## src/rtl/qoa_spi_pkg.sv

```systemverilog
`default_nettype none
// +----------------------------------------------------------------------------+
// | qoa_spi_pkg : shared types and constants for the QOA SPI host              |
// | Rev 1.0                                                                    |
// +----------------------------------------------------------------------------+
package qoa_spi_pkg;

  localparam int FRAME_BITS = 16;

  typedef enum logic [2:0] {
    ST_IDLE     = 3'd0,
    ST_PRE_HI   = 3'd1,
    ST_PRE_LO   = 3'd2,
    ST_SETUP    = 3'd3,
    ST_SHIFT_HI = 3'd4,
    ST_SHIFT_LO = 3'd5,
    ST_HOLD     = 3'd6,
    ST_GAP      = 3'd7
  } state_e;

  // Cycles from the cycle start is accepted to the cycle done is high.
  function automatic int frame_latency(input int clk_div, input int cs_setup,
                                       input int cs_hold, input int cs_gap,
                                       input int preamble);
    return 1 + preamble * 2 * clk_div + cs_setup + 2 * FRAME_BITS * clk_div
           + cs_hold + cs_gap;
  endfunction

endpackage
`default_nettype wire

```

## src/rtl/qoa_spi_tick.sv

```systemverilog
`default_nettype none
// +----------------------------------------------------------------------------+
// | qoa_spi_tick : SCLK half-period divider, pulses phase_end each half-period |
// | Rev 1.0                                                                    |
// +----------------------------------------------------------------------------+
module qoa_spi_tick #(
  parameter int CLK_DIV = 4
) (
  input  logic clk,
  input  logic rst_n,
  input  logic en,
  input  logic restart,
  output logic phase_end
);

  localparam int               CNT_W    = (CLK_DIV > 2) ? $clog2(CLK_DIV) : 1;
  localparam logic [CNT_W-1:0] CNT_LAST = CNT_W'(CLK_DIV - 1);

  logic [CNT_W-1:0] cnt_q;
  logic [CNT_W-1:0] cnt_d;

  assign phase_end = en && (cnt_q == CNT_LAST);

  // Restart is raised in the last cycle of the old state so the new state
  // begins at count zero.
  always_comb begin
    cnt_d = cnt_q + CNT_W'(1);
    if (!en || restart || phase_end) begin
      cnt_d = '0;
    end
  end

  always_ff @(posedge clk or negedge rst_n) begin
    if (!rst_n) begin
      cnt_q <= '0;
    end else begin
      cnt_q <= cnt_d;
    end
  end

endmodule
`default_nettype wire

```

## src/rtl/qoa_spi_host.sv

```systemverilog
`default_nettype none
// +----------------------------------------------------------------------------+
// | qoa_spi_host : SPI mode-0 master, fixed 16-bit full-duplex frames          |
// | Rev 1.0                                                                    |
// +----------------------------------------------------------------------------+
module qoa_spi_host
  import qoa_spi_pkg::*;
#(
  parameter int CLK_DIV  = 4,
  parameter int CS_SETUP = 2,
  parameter int CS_HOLD  = 2,
  parameter int CS_GAP   = 4,
  parameter int PREAMBLE = 1
) (
  input  logic                  sys_clk,
  input  logic                  sys_rst_n,
  input  logic                  start,
  input  logic [FRAME_BITS-1:0] tx_word,
  output logic                  busy,
  output logic                  done,
  output logic [FRAME_BITS-1:0] rx_word,
  output logic                  sclk,
  output logic                  mosi,
  output logic                  cs_n,
  input  logic                  miso
);

  localparam int               BIT_W      = $clog2(FRAME_BITS);
  localparam logic [BIT_W-1:0] LAST_BIT   = BIT_W'(FRAME_BITS - 1);
  localparam logic [15:0]      SETUP_LAST = 16'(CS_SETUP - 1);
  localparam logic [15:0]      HOLD_LAST  = 16'(CS_HOLD - 1);
  localparam logic [15:0]      GAP_LAST   = 16'(CS_GAP - 1);

  state_e                  state_q, state_d;
  logic [15:0]             wait_q, wait_d;
  logic [BIT_W-1:0]        bit_cnt_q, bit_cnt_d;
  logic [FRAME_BITS-1:0]   tx_sr_q, tx_sr_d;
  logic [FRAME_BITS-1:0]   rx_sr_q, rx_sr_d;
  logic [FRAME_BITS-1:0]   rx_word_q, rx_word_d;
  logic                    sclk_q, sclk_d;
  logic                    mosi_q, mosi_d;
  logic                    cs_n_q, cs_n_d;
  logic                    busy_q, busy_d;
  logic                    done_q, done_d;
  logic                    tick_en;
  logic                    tick_restart;
  logic                    phase_end;

  assign tick_en      = state_q inside {ST_PRE_HI, ST_PRE_LO, ST_SHIFT_HI, ST_SHIFT_LO};
  assign tick_restart = (state_d != state_q);

  qoa_spi_tick #(
    .CLK_DIV (CLK_DIV)
  ) u_tick (
    .clk       (sys_clk),
    .rst_n     (sys_rst_n),
    .en        (tick_en),
    .restart   (tick_restart),
    .phase_end (phase_end)
  );

  always_ff @(posedge sys_clk or negedge sys_rst_n) begin
    if (!sys_rst_n) begin
      state_q <= ST_IDLE;
    end else begin
      state_q <= state_d;
    end
  end

  always_comb begin
    state_d = state_q;
    case (state_q)
      ST_IDLE:     if (start) state_d = (PREAMBLE != 0) ? ST_PRE_HI : ST_SETUP;
      ST_PRE_HI:   if (phase_end) state_d = ST_PRE_LO;
      ST_PRE_LO:   if (phase_end) state_d = ST_SETUP;
      ST_SETUP:    if (wait_q == SETUP_LAST) state_d = ST_SHIFT_HI;
      ST_SHIFT_HI: if (phase_end) state_d = ST_SHIFT_LO;
      ST_SHIFT_LO: if (phase_end) state_d = (bit_cnt_q == LAST_BIT) ? ST_HOLD : ST_SHIFT_HI;
      ST_HOLD:     if (wait_q == HOLD_LAST) state_d = ST_GAP;
      ST_GAP:      if (wait_q == GAP_LAST) state_d = ST_IDLE;
      default:     state_d = ST_IDLE;
    endcase
  end

  // Output registers are loaded from the next state, so every pin lines up
  // exactly with the state it belongs to.
  always_comb begin
    tx_sr_d   = tx_sr_q;
    rx_sr_d   = rx_sr_q;
    bit_cnt_d = bit_cnt_q;
    rx_word_d = rx_word_q;
    wait_d    = '0;

    if ((state_d == state_q) && (state_q inside {ST_SETUP, ST_HOLD, ST_GAP})) begin
      wait_d = wait_q + 16'd1;
    end

    if ((state_q == ST_IDLE) && start) begin
      tx_sr_d   = tx_word;
      bit_cnt_d = '0;
    end

    // MISO is sampled in the last high cycle; MOSI advances as SCLK falls,
    // except after the final bit so bit 0 stays on the line through HOLD.
    if ((state_q == ST_SHIFT_HI) && phase_end) begin
      rx_sr_d = {rx_sr_q[FRAME_BITS-2:0], miso};
      if (bit_cnt_q != LAST_BIT) begin
        tx_sr_d = {tx_sr_q[FRAME_BITS-2:0], 1'b0};
      end
    end

    if ((state_q == ST_SHIFT_LO) && phase_end) begin
      bit_cnt_d = bit_cnt_q + BIT_W'(1);
    end

    sclk_d = (state_d == ST_PRE_HI) || (state_d == ST_SHIFT_HI);
    cs_n_d = !(state_d inside {ST_SETUP, ST_SHIFT_HI, ST_SHIFT_LO, ST_HOLD});
    mosi_d = cs_n_d ? 1'b0 : tx_sr_d[FRAME_BITS-1];
    busy_d = (state_d != ST_IDLE);
    done_d = (state_q == ST_GAP) && (state_d == ST_IDLE);

    if (done_d) begin
      rx_word_d = rx_sr_q;
    end
  end

  always_ff @(posedge sys_clk or negedge sys_rst_n) begin
    if (!sys_rst_n) begin
      wait_q    <= '0;
      bit_cnt_q <= '0;
      tx_sr_q   <= '0;
      rx_sr_q   <= '0;
      rx_word_q <= '0;
      sclk_q    <= 1'b0;
      mosi_q    <= 1'b0;
      cs_n_q    <= 1'b1;
      busy_q    <= 1'b0;
      done_q    <= 1'b0;
    end else begin
      wait_q    <= wait_d;
      bit_cnt_q <= bit_cnt_d;
      tx_sr_q   <= tx_sr_d;
      rx_sr_q   <= rx_sr_d;
      rx_word_q <= rx_word_d;
      sclk_q    <= sclk_d;
      mosi_q    <= mosi_d;
      cs_n_q    <= cs_n_d;
      busy_q    <= busy_d;
      done_q    <= done_d;
    end
  end

  assign busy    = busy_q;
  assign done    = done_q;
  assign rx_word = rx_word_q;
  assign sclk    = sclk_q;
  assign mosi    = mosi_q;
  assign cs_n    = cs_n_q;

endmodule
`default_nettype wire

```

## config.mk

```make
export PLATFORM = sky130hd
export DESIGN_NAME = qoa_spi_host
export DESIGN_NICKNAME = d
export VERILOG_FILES = /design/src/rtl/qoa_spi_pkg.sv /design/src/rtl/qoa_spi_tick.sv /design/src/rtl/qoa_spi_host.sv
export SDC_FILE = /design/constraint.sdc
export NUM_CORES = 1
export LEC_CHECK = 0
export ABC_CLOCK_PERIOD_IN_PS = 3600
export CAP_MARGIN = 10
export CORE_ASPECT_RATIO = 1.5
export CORE_MARGIN = 8
export CORE_UTILIZATION = 40
export CTS_BUF_LIST = sky130_fd_sc_hd__clkbuf_2
export DETAILED_ROUTE_END_ITERATION = 8
export PLACE_DENSITY = 0.57
export SLEW_MARGIN = 20
export SYNTH_ARGS = -nofsm -noshare
export SYNTH_HDL_FRONTEND = slang
export SYNTH_SLANG_ARGS = --single-unit
```

## constraint.sdc

```tcl
create_clock -name sys_clk -period 3.6 [get_ports sys_clk]
set_clock_uncertainty 0.15 [all_clocks]
set_input_delay 0.54 -clock sys_clk [delete_from_list [all_inputs] [get_ports sys_clk]]
set_output_delay 0.54 -clock sys_clk [all_outputs]
set_load 0.05 [all_outputs]
```

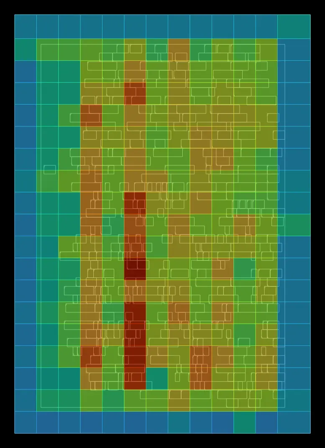
congestion_map.png
post-layout util: 47.5%
total track usage: 11.9%
met1 GRT Util: 13.2%
routed len/inst: 14.7 um

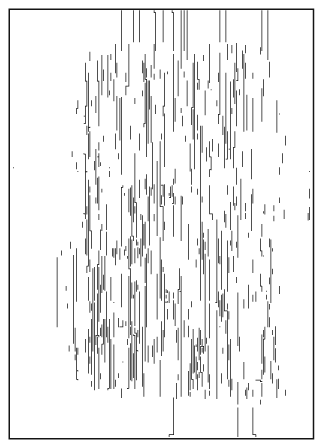
m2.png
- main direction: vertical
- share of all routed wire: 50%
WL final: 6700 um
vias post-DR: 2294

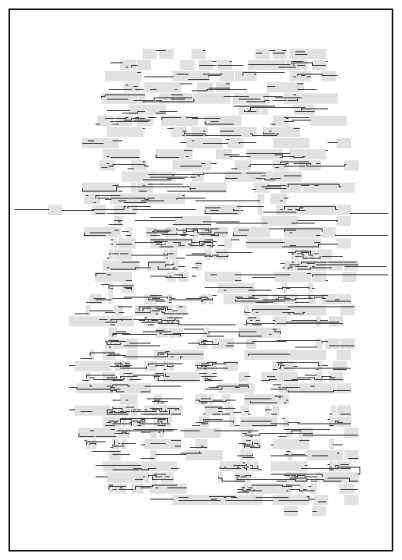
m1.png
Cells faint in the background.
- share of all routed wire: 43%
- main direction: horizontal
- wire length on this layer: 2890 um
- nets with wire on the layer: 326

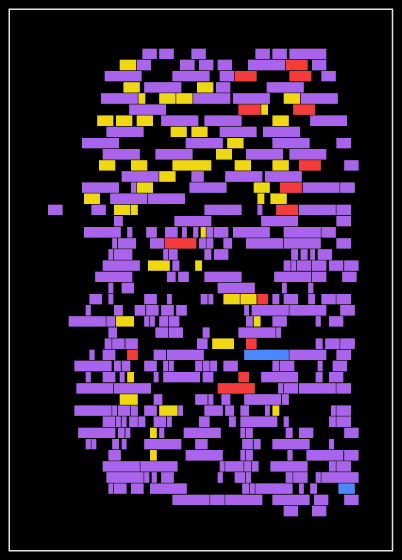
sizing.png
- red: x3 and x4 (cells 14)
- purple: x1 and smaller (cells 284)
- blue: x6 and larger (cells 2)
- yellow: x2 (cells 43)
Non-Clock Buffer Count: 44
Final Instance Area: 0.00417 mm^2
setup ws final: 1.03 ns
area delta synth->final: 16.8%

==> flow_metrics.tcl <==
# place-and-route summary
set metrics [dict create \
    grt_pass1_vias 2401 \
    p_per_area_mw_per_mm2 552 \
    yosysWarningCount 0 \
    simple_gate_area_share_pct 14.3 \
    period_minus_slack_ns 2.57 \
    clk_share_pct 2.37 \
    overflow 0 \
    inverters 6 \
    stdcell_count 454 \
    syn_area_per_cell_um2 11.9 \
    finalSetupViolations 0 \
    seq_power_share_pct 51.4 \
    max-vdd-ir-drop_mv 0.243 \
    cts_setup_buffers 0 \
    dr_wl_met2_um 3340 \
    syn_inst 301 \
    largest_class "sequential cells" \
    ys_types 42 \
    min_path_cells 1 \
    hold_buffers 1 \
    fp-utilization_pct 40.7 \
    netlist_area_mm2 0.00357 \
    ys_seq_share_pct 54.7 \
    top_power_group "sequential cells" \
    cts-root-buf "clkbuf_2" \
    critPathMaxFanout 1 \
    clkSinkCount 78 \
    cts_tree "done" \
    ys_chip_area_mm2 0.00357 \
    sh_comb_area_pct 36.5 \
    synthArstFlopShare_pct 100 \
    grt_pass1_wl_um 11600 \
    core_area_mm2 0.00878 \
    die_h_um 132 \
    slowest_delay_ns 0.79 \
    switchingPower_uw 810 \
    ant_nets 0 \
    placed_cell_area_mm2 0.00406 \
    outcome "finished clean" \
    path_cells "clkdlybuf4s50_1" \
]
